File: src/rtl/cpu_run_ctrl.sv
// CPU run/reset/halt controller: button debounce, reset sequencing and a core clock-enable.
// Optional single-step mode is compiled in when CPU_RUN_CTRL_STEP_EN is defined.
module cpu_run_ctrl #(
  parameter int NUM_BUTTONS        = 2,
  parameter int DEBOUNCE_CYCLES    = 270000,
  parameter int RESET_DELAY_CYCLES = 16,
  parameter bit BUTTON_ACTIVE_LOW  = 1'b1
) (
  input  logic                   clock,
  input  logic                   reset,
  input  logic [NUM_BUTTONS-1:0] button_in,
  input  logic                   exit_in,
  input  logic                   step_mode,
  output logic [NUM_BUTTONS-1:0] button_level,
  output logic [NUM_BUTTONS-1:0] button_press,
  output logic                   cpu_reset,
  output logic                   cpu_clock_enable,
  output logic                   halted,
  output logic [1:0]             state
);

  localparam int DB_W = (DEBOUNCE_CYCLES > 1) ? $clog2(DEBOUNCE_CYCLES) : 1;
  localparam int RD_W = (RESET_DELAY_CYCLES > 1) ? $clog2(RESET_DELAY_CYCLES) : 1;
  localparam logic [DB_W-1:0] DB_LAST = DB_W'(DEBOUNCE_CYCLES - 1);
  localparam logic [RD_W-1:0] RD_LAST = RD_W'(RESET_DELAY_CYCLES - 1);

  typedef enum logic [1:0] {
    ST_RESET     = 2'd0,
    ST_RUN       = 2'd1,
    ST_STEP_WAIT = 2'd2,
    ST_HALT      = 2'd3
  } state_t;

  logic [NUM_BUTTONS-1:0] pressed_raw;
  assign pressed_raw = BUTTON_ACTIVE_LOW ? ~button_in : button_in;

  for (genvar i = 0; i < NUM_BUTTONS; i++) begin : g_button
    logic            sync_a;
    logic            sync_b;
    logic            level;
    logic            level_prev;
    logic            press;
    logic [DB_W-1:0] count;

    always_ff @(posedge clock or posedge reset) begin
      if (reset) begin
        sync_a     <= 1'b0;
        sync_b     <= 1'b0;
        level      <= 1'b0;
        level_prev <= 1'b0;
        press      <= 1'b0;
        count      <= '0;
      end else begin
        // NOTE: non-blocking assignments keep every flop sampling pre-edge values, so the sync chain really is two stages.
        sync_a     <= pressed_raw[i];
        sync_b     <= sync_a;
        level_prev <= level;
        press      <= level & ~level_prev;
        if (sync_b != level) begin
          if (count == DB_LAST) begin
            level <= sync_b;
            count <= '0;
          end else begin
            count <= count + 1'b1;
          end
        end else begin
          count <= '0;
        end
      end
    end

    assign button_level[i] = level;
    assign button_press[i] = press;
  end

`ifdef CPU_RUN_CTRL_STEP_EN
  logic step_press;
  if (NUM_BUTTONS > 1) begin : g_step
    assign step_press = button_press[1];
  end else begin : g_no_step
    assign step_press = 1'b0;
  end
`else
  logic unused_step_mode;
  assign unused_step_mode = step_mode;
`endif

  state_t          cur_state;
  state_t          nxt_state;
  logic [RD_W-1:0] delay_count;

  always_ff @(posedge clock or posedge reset) begin
    if (reset) begin
      cur_state   <= ST_RESET;
      delay_count <= '0;
    end else begin
      cur_state <= nxt_state;
      // A reset press reloads the count, so pressing mid-reset stretches the pulse.
      if (cur_state != ST_RESET || button_press[0] || delay_count == RD_LAST) begin
        delay_count <= '0;
      end else begin
        delay_count <= delay_count + 1'b1;
      end
    end
  end

  always_comb begin
    // NOTE: default first so every path assigns nxt_state and no latch is inferred.
    nxt_state = cur_state;
    if (button_press[0]) begin
      nxt_state = ST_RESET;
    end else begin
      case (cur_state)
        ST_RESET: begin
          if (delay_count == RD_LAST) begin
`ifdef CPU_RUN_CTRL_STEP_EN
            nxt_state = step_mode ? ST_STEP_WAIT : ST_RUN;
`else
            nxt_state = ST_RUN;
`endif
          end
        end
        ST_RUN: begin
          if (exit_in) begin
            nxt_state = ST_HALT;
          end
`ifdef CPU_RUN_CTRL_STEP_EN
          else if (step_mode) begin
            nxt_state = ST_STEP_WAIT;
          end
`endif
        end
`ifdef CPU_RUN_CTRL_STEP_EN
        ST_STEP_WAIT: begin
          if (exit_in) begin
            nxt_state = ST_HALT;
          end else if (!step_mode) begin
            nxt_state = ST_RUN;
          end
        end
`endif
        default: nxt_state = cur_state;
      endcase
    end
  end

  assign cpu_reset = (cur_state == ST_RESET);
  assign halted    = (cur_state == ST_HALT);
  assign state     = cur_state;

  // The step pulse is the only combinational term; an exit in the same cycle suppresses it.
`ifdef CPU_RUN_CTRL_STEP_EN
  assign cpu_clock_enable = (cur_state == ST_RUN) ||
                            ((cur_state == ST_STEP_WAIT) && step_press && !exit_in);
`else
  assign cpu_clock_enable = (cur_state == ST_RUN);
`endif

endmodule

File: config.mk
export PLATFORM = sky130hd
export DESIGN_NAME = cpu_run_ctrl
export DESIGN_NICKNAME = d
export VERILOG_FILES = /design/src/rtl/cpu_run_ctrl.sv
export SDC_FILE = /design/constraint.sdc
export NUM_CORES = 1
export LEC_CHECK = 0
export CAP_MARGIN = 20
export CORE_MARGIN = 5
export CORE_UTILIZATION = 45
export CTS_CLUSTER_DIAMETER = 60
export CTS_CLUSTER_SIZE = 20
export DETAILED_ROUTE_END_ITERATION = 10
export HOLD_SLACK_MARGIN = 0.08
export SYNTH_ARGS = -nofsm -noshare
export SYNTH_HDL_FRONTEND = slang
export SYNTH_SLANG_ARGS = --single-unit
File: constraint.sdc
create_clock -name clock -period 5 [get_ports clock]
set_clock_uncertainty 0.15 [all_clocks]
set_input_delay 1.25 -clock clock [delete_from_list [all_inputs] [get_ports clock]]
set_output_delay 1.25 -clock clock [all_outputs]
set_load 0.02 [all_outputs]
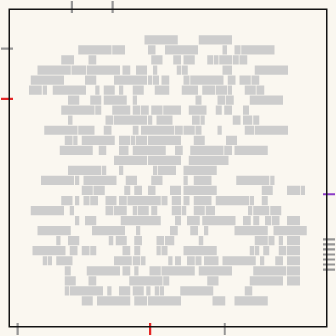
Run 1: ports around the boundary
Pins as bars across the die edge, other pins in grey.
- reset: purple (pins 1; direction input; edge east)
- button_in: red (pins 2; direction input; edge 1 south, 1 west)
- all pins by edge: 8 east, 3 south, 2 west, 2 north

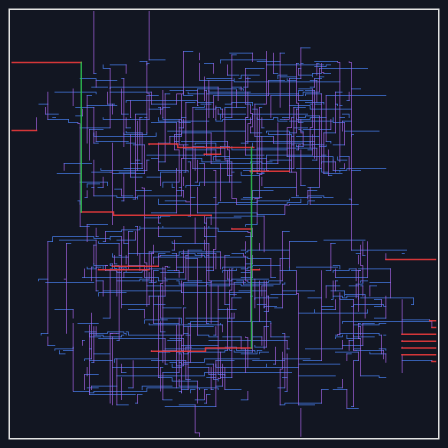
Run 1: routed metal, one colour a layer
- met3: red (wire length 162 um)
- met1: blue (wire length 2350 um)
- met2: purple (wire length 1990 um)
- met4: green (wire length 70.0 um)

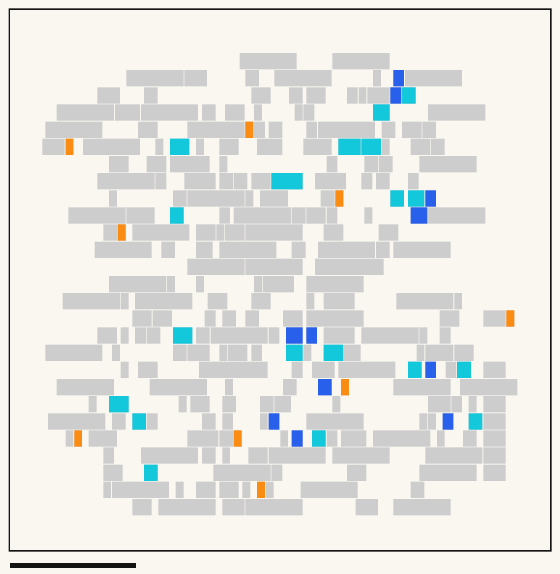
Run 1: gate families picked out
Scale bar: 20 um.
- AND and OR gates: cyan (cells 19; most used and4_1)
- inverters: orange (cells 9; most used inv_1)
- inverting AOI/OAI gates: blue (cells 11; most used a21oi_1)

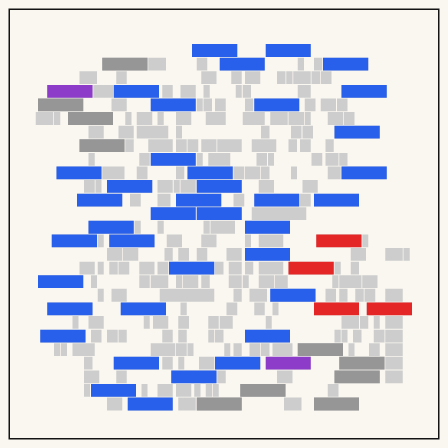
Run 1: register map, names as in the netlist
- g_button.level: purple (flops 2)
- delay_count: red (flops 4)
- g_button.count: blue (flops 38; where spread over the die)
- not coloured: 10

==> impl_metrics.py, run 1 <==
# Flow results
metrics = {
    "run_status": {
        "status": "finished, final reports clean",
    },
    "placement": {
        "place.gp.congestion": 0.799,
        "pre_cts_ws_ns": 2.34,
        "hpwl_mm": 3.14,
    },
    "yosys": {
        "ys_types": 38,
        "ys_top_logic_family": "simple AND/OR/NAND/NOR gates",
        "synthMuxAreaShare_pct": 1.26,
        "ys_cells": 245,
        "area_leaders": "dfrtp_1, xnor2_1, xor2_1",
        "top_area_cell": "dfrtp_1",
        "ff_type": "dfrtp_1",
        "async_flop_share_pct": 100,
    },
    "grt": {
        "met3_usage_pct": 3.55,
        "grt_max_degree": 30,
        "antenna_found_initial": 0,
        "grt_usage_pct": 14.0,
        "grt_pass1_wl_mm": 8.30,
    },
    "route": {
        "drc": 0,
        "ant_nets": 0,
        "vias": 1764,
        "totalWireLength_mm": 4.58,
        "wl_met1_mm": 2.35,
    },
    "power": {
        "ir_drop_mv": 0.129,
        "power.share.clock_pct": 43.1,
        "p_per_area_nw_per_um2": 289,
        "finalPower_mw": 0.835,
    },
    "critical_path": {
        "worstRegToRegCells": 6,
        "rr_startpoint": "g_button[0].count[0]",
        "cp-end-kind": "output pin",
        "critPathLaunchType": "flop",
    },
    "floorplan": {
        "fp_util_pct": 46.5,
    },
    "clock_tree": {
        "cts_made_buffers": 5,
        "path_clk_slew_ns": 0.10,
    },
    "layout": {
        "utilization_pct": 52.1,
        "final_cell_area_um2": 2880,
        "drive_above_1_share_pct": 11.2,
        "area_growth_pct": 12.1,
        "seqCellArea_um2": 1350,
        "fill_cells": 519,
    },
    "final_timing": {
        "postLayoutSetupSlackWorst_ns": 2.10,
    },
    "min_path": {
        "holdPathStages": 0,
    },
    "flow_run": {
        "max_cap_viol_count": 0,
        "warnings": 27,
    },
}
[run 1: worst max-delay path: stages, from the launching register on]
cell and delay, ns:
dfrtp_1 0.44, nor2b_1 0.15, clkdlybuf4s50_1 0.61
[run 1: area by class of cell]
type                            count  share of cell area (%)
Sequential cell                    54                    46.9
Clock inverter                      2                    2.08
Clock buffer                        6                    2.86
Timing Repair Buffer               15                    5.03
Multi-Input combinational cell    173                    38.9
Tap cell                           72                    3.12
Inverter                            9                    1.17
[run 1: power by group through the flow]
stage	combinational, mW	sequential [mW]	clock [mW]
2_1_floorplan	0.0207	0.455	0
3_3_place_gp	0.0285	0.456	0
3_5_place_dp	0.0288	0.456	0
4_1_cts	0.0290	0.448	0.368
5_1_grt	0.0318	0.449	0.387
6_report	0.0276	0.448	0.360
[run 1: cell usage after synthesis, types with 2 or more instances]
cell type,count
and4_1,5
ha_1,3
and3_1,4
o21ai_0,2
or3_1,2
nor2_1,33
nand2_1,8
clkbuf_1,2
nor2b_1,4
nand3_1,15
inv_1,9
or4_1,3
nor2_2,10
buf_2,2
o31ai_1,2
xnor2_1,17
buf_4,4
mux2_2,2
xor2_1,15
nand4_1,11
a21oi_1,5
and2_1,3
nor4_1,9
nor3_1,8
dfrtp_1,54
[run 1: registers in the layout, summed over array words and instances, names as in the netlist]
| signal | cells |
|---|---|
| state | 2 |
| g_button.press | 2 |
| g_button.sync_a | 2 |
| g_button.count | 38 |
| g_button.sync_b | 2 |
| delay_count | 4 |
| g_button.level_prev | 2 |
| g_button.level | 2 |
Run 1, clock nets:
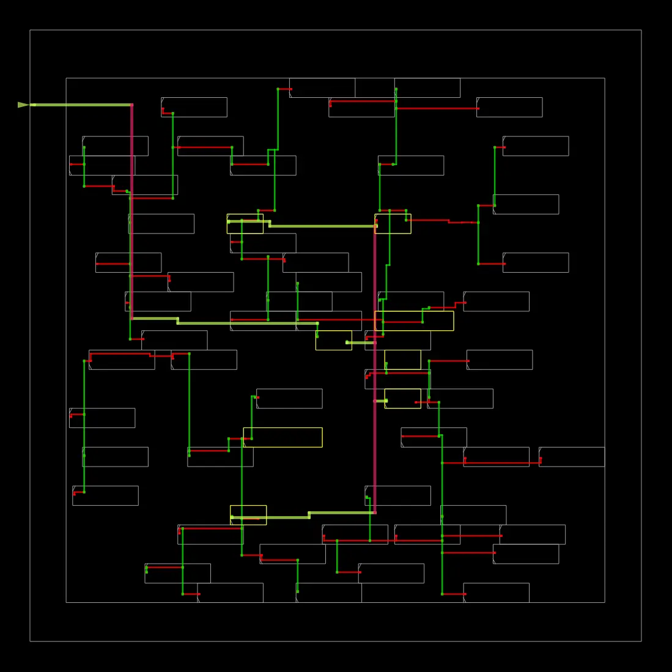

## Run 2: what changed since run 1
--- a/config.mk
+++ b/config.mk
@@ -12,6 +12,7 @@
 export CTS_CLUSTER_SIZE = 20
 export DETAILED_ROUTE_END_ITERATION = 10
 export HOLD_SLACK_MARGIN = 0.08
+export PLACE_DENSITY = 0.65
 export SYNTH_ARGS = -nofsm -noshare
 export SYNTH_HDL_FRONTEND = slang
 export SYNTH_SLANG_ARGS = --single-unit
==> constraint.sdc (replaced) <==
create_clock -name clock -period 2.43 [get_ports clock]
set_clock_uncertainty 0.15 [all_clocks]
set_input_delay 0.6075 -clock clock [delete_from_list [all_inputs] [get_ports clock]]
set_output_delay 0.6075 -clock clock [all_outputs]
set_load 0.02 [all_outputs]
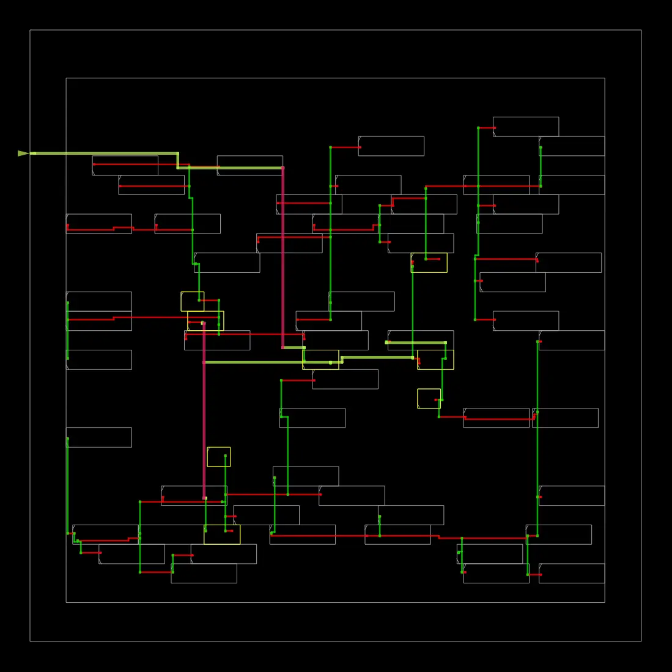
Run 2: clock nets
CTS Sinks: 54
Clock group: 0.529 mW
flop count: 54
Skew-Pair Late Insertion Delay: 0.31 ns

==> run 2 against run 1 <==
Effect of this change:
- worst hold slack worse by 0.00066 ns
- synthesized area is the same
- critical path depth is the same
- sequential power is 110% higher
- non-clock buffer count unchanged
- largest power group unchanged
- highest routed layer unchanged
==> impl_metrics.py, run 2 <==
# Flow results
metrics = {
    "layout": {
        "fill_cells": 533,
        "drive_above_1_share_pct": 11.2,
        "utilization_pct": 51.4,
        "largest_reg_flops": 38,
        "regMostFlops": "g_button.count",
        "top_regs": "g_button.count (38), delay_count (4)",
        "final_cell_area_um2": 2850,
        "seqCellArea_um2": 1350,
    },
    "yosys": {
        "top_cell": "dfrtp_1",
        "ys_types": 38,
        "ys_cells": 245,
        "top_area_cell": "dfrtp_1",
        "ff_type": "dfrtp_1",
        "area_leaders": "dfrtp_1, xnor2_1, xor2_1",
        "synthTopCellsByCount": "dfrtp_1, nor2_1, xnor2_1",
    },
    "clock_tree": {
        "path_clk_slew_ns": 0.11,
        "cts_made_buffers": 5,
    },
    "critical_path": {
        "crit_path_top_delay_cell": "clkdlybuf4s50_1",
        "slowest_delay_ns": 0.60,
        "critPathTopFamily": "buffers and inverters",
        "path_cells": "and2_1 > clkdlybuf4s50_1",
        "cp-end-kind": "output pin",
        "critPathLaunchType": "flop",
        "critical_path_buf_inv_count": 1,
    },
    "power": {
        "p_per_area_nw_per_um2": 529,
        "seqPwrFrac_pct": 61.1,
        "finalPower_mw": 1.51,
        "power.share.clock_pct": 35.1,
        "ir_drop_mv": 0.451,
    },
    "route": {
        "vias": 1699,
        "drc": 0,
        "totalWireLength_mm": 4.41,
        "ant_nets": 0,
    },
    "final_timing": {
        "max_slew_margin_pct": 67.6,
        "worstMarginPinSlew_ns": 0.481,
        "postLayoutSetupSlackWorst_ns": 0.157,
    },
    "grt": {
        "grt_usage_pct": 13.1,
        "grt_max_degree": 47,
        "grt_pass1_wl_mm": 7.79,
        "antenna_found_initial": 0,
    },
    "flow_run": {
        "max_cap_viol_count": 0,
        "warnings": 27,
    },
    "run_status": {
        "status": "finished, final reports clean",
    },
    "placement": {
        "post_dp_cell_area_um2": 2750,
        "pre_cts_ws_ns": 0.252,
        "place.gp.congestion": 0.737,
        "hpwl_mm": 3.08,
    },
    "floorplan": {
        "fp_util_pct": 46.5,
    },
}
[run 2: cell counts after synthesis]
Identical to the previous run, type by type.
[run 2: final timing paths]
| check | end | start | cells after the start |
|---|---|---|---|
| min reg2reg | g_button[1].sync_b | g_button[1].sync_a | 0 |
| max | halted | state[1] | 2 |
| max in group asynchronous | g_button[0].count[6] | reset | 3 |
| min in group asynchronous | g_button[0].count[17] | reset | 2 |
| min | g_button[1].sync_b | g_button[1].sync_a | 0 |
| max reg2reg | g_button[1].count[13] | g_button[1].count[4] | 4 |
[run 2: kinds of logic (layout without fill, tap and decap cells)]
group | count (synthesis) | count (layout) | share of synthesized area (%)
buf+inv | 18 | 32 | 3.94
flops | 54 | 54 | 52.5
compound gates | 13 | 13 | 3.21
fa+ha+maj | 3 | 3 | 1.46
mux | 3 | 3 | 1.26
xor+xnor | 32 | 32 | 10.9
simple gates | 122 | 122 | 26.7
[run 2: layout make-up]
type	count	area share, %
Clock buffer	5	2.42
Clock inverter	3	0.922
Inverter	9	1.19
Multi-Input combinational cell	173	39.4
Sequential cell	54	47.4
Tap cell	72	3.16
Timing Repair Buffer	15	5.53
[run 2: layer usage]
metal / wire (um) / up-vias / GRT usage (%) / part of all wire [%]
li1: - / 876 / - / -
met1: 2100 / 807 / 17.0 / 48
met2: 2150 / 11 / 21.7 / 49
met3: 108 / 5 / 2.69 / 2.4
met4: 49 / 0 / 4.32 / 1.1
met5: 0 / - / 0 / 0
[run 2: power by group through the flow]
stage               logic [mW]  clock network [mW]  registers [mW]
floorplan               0.0425                   0           0.936
global placement        0.0607                   0           0.938
detailed placement      0.0610                   0           0.939
CTS                     0.0611               0.556           0.922
global route            0.0691               0.587           0.924
finish                  0.0581               0.529           0.921
No activity file was given, so power comes from the tool's default toggle rates.
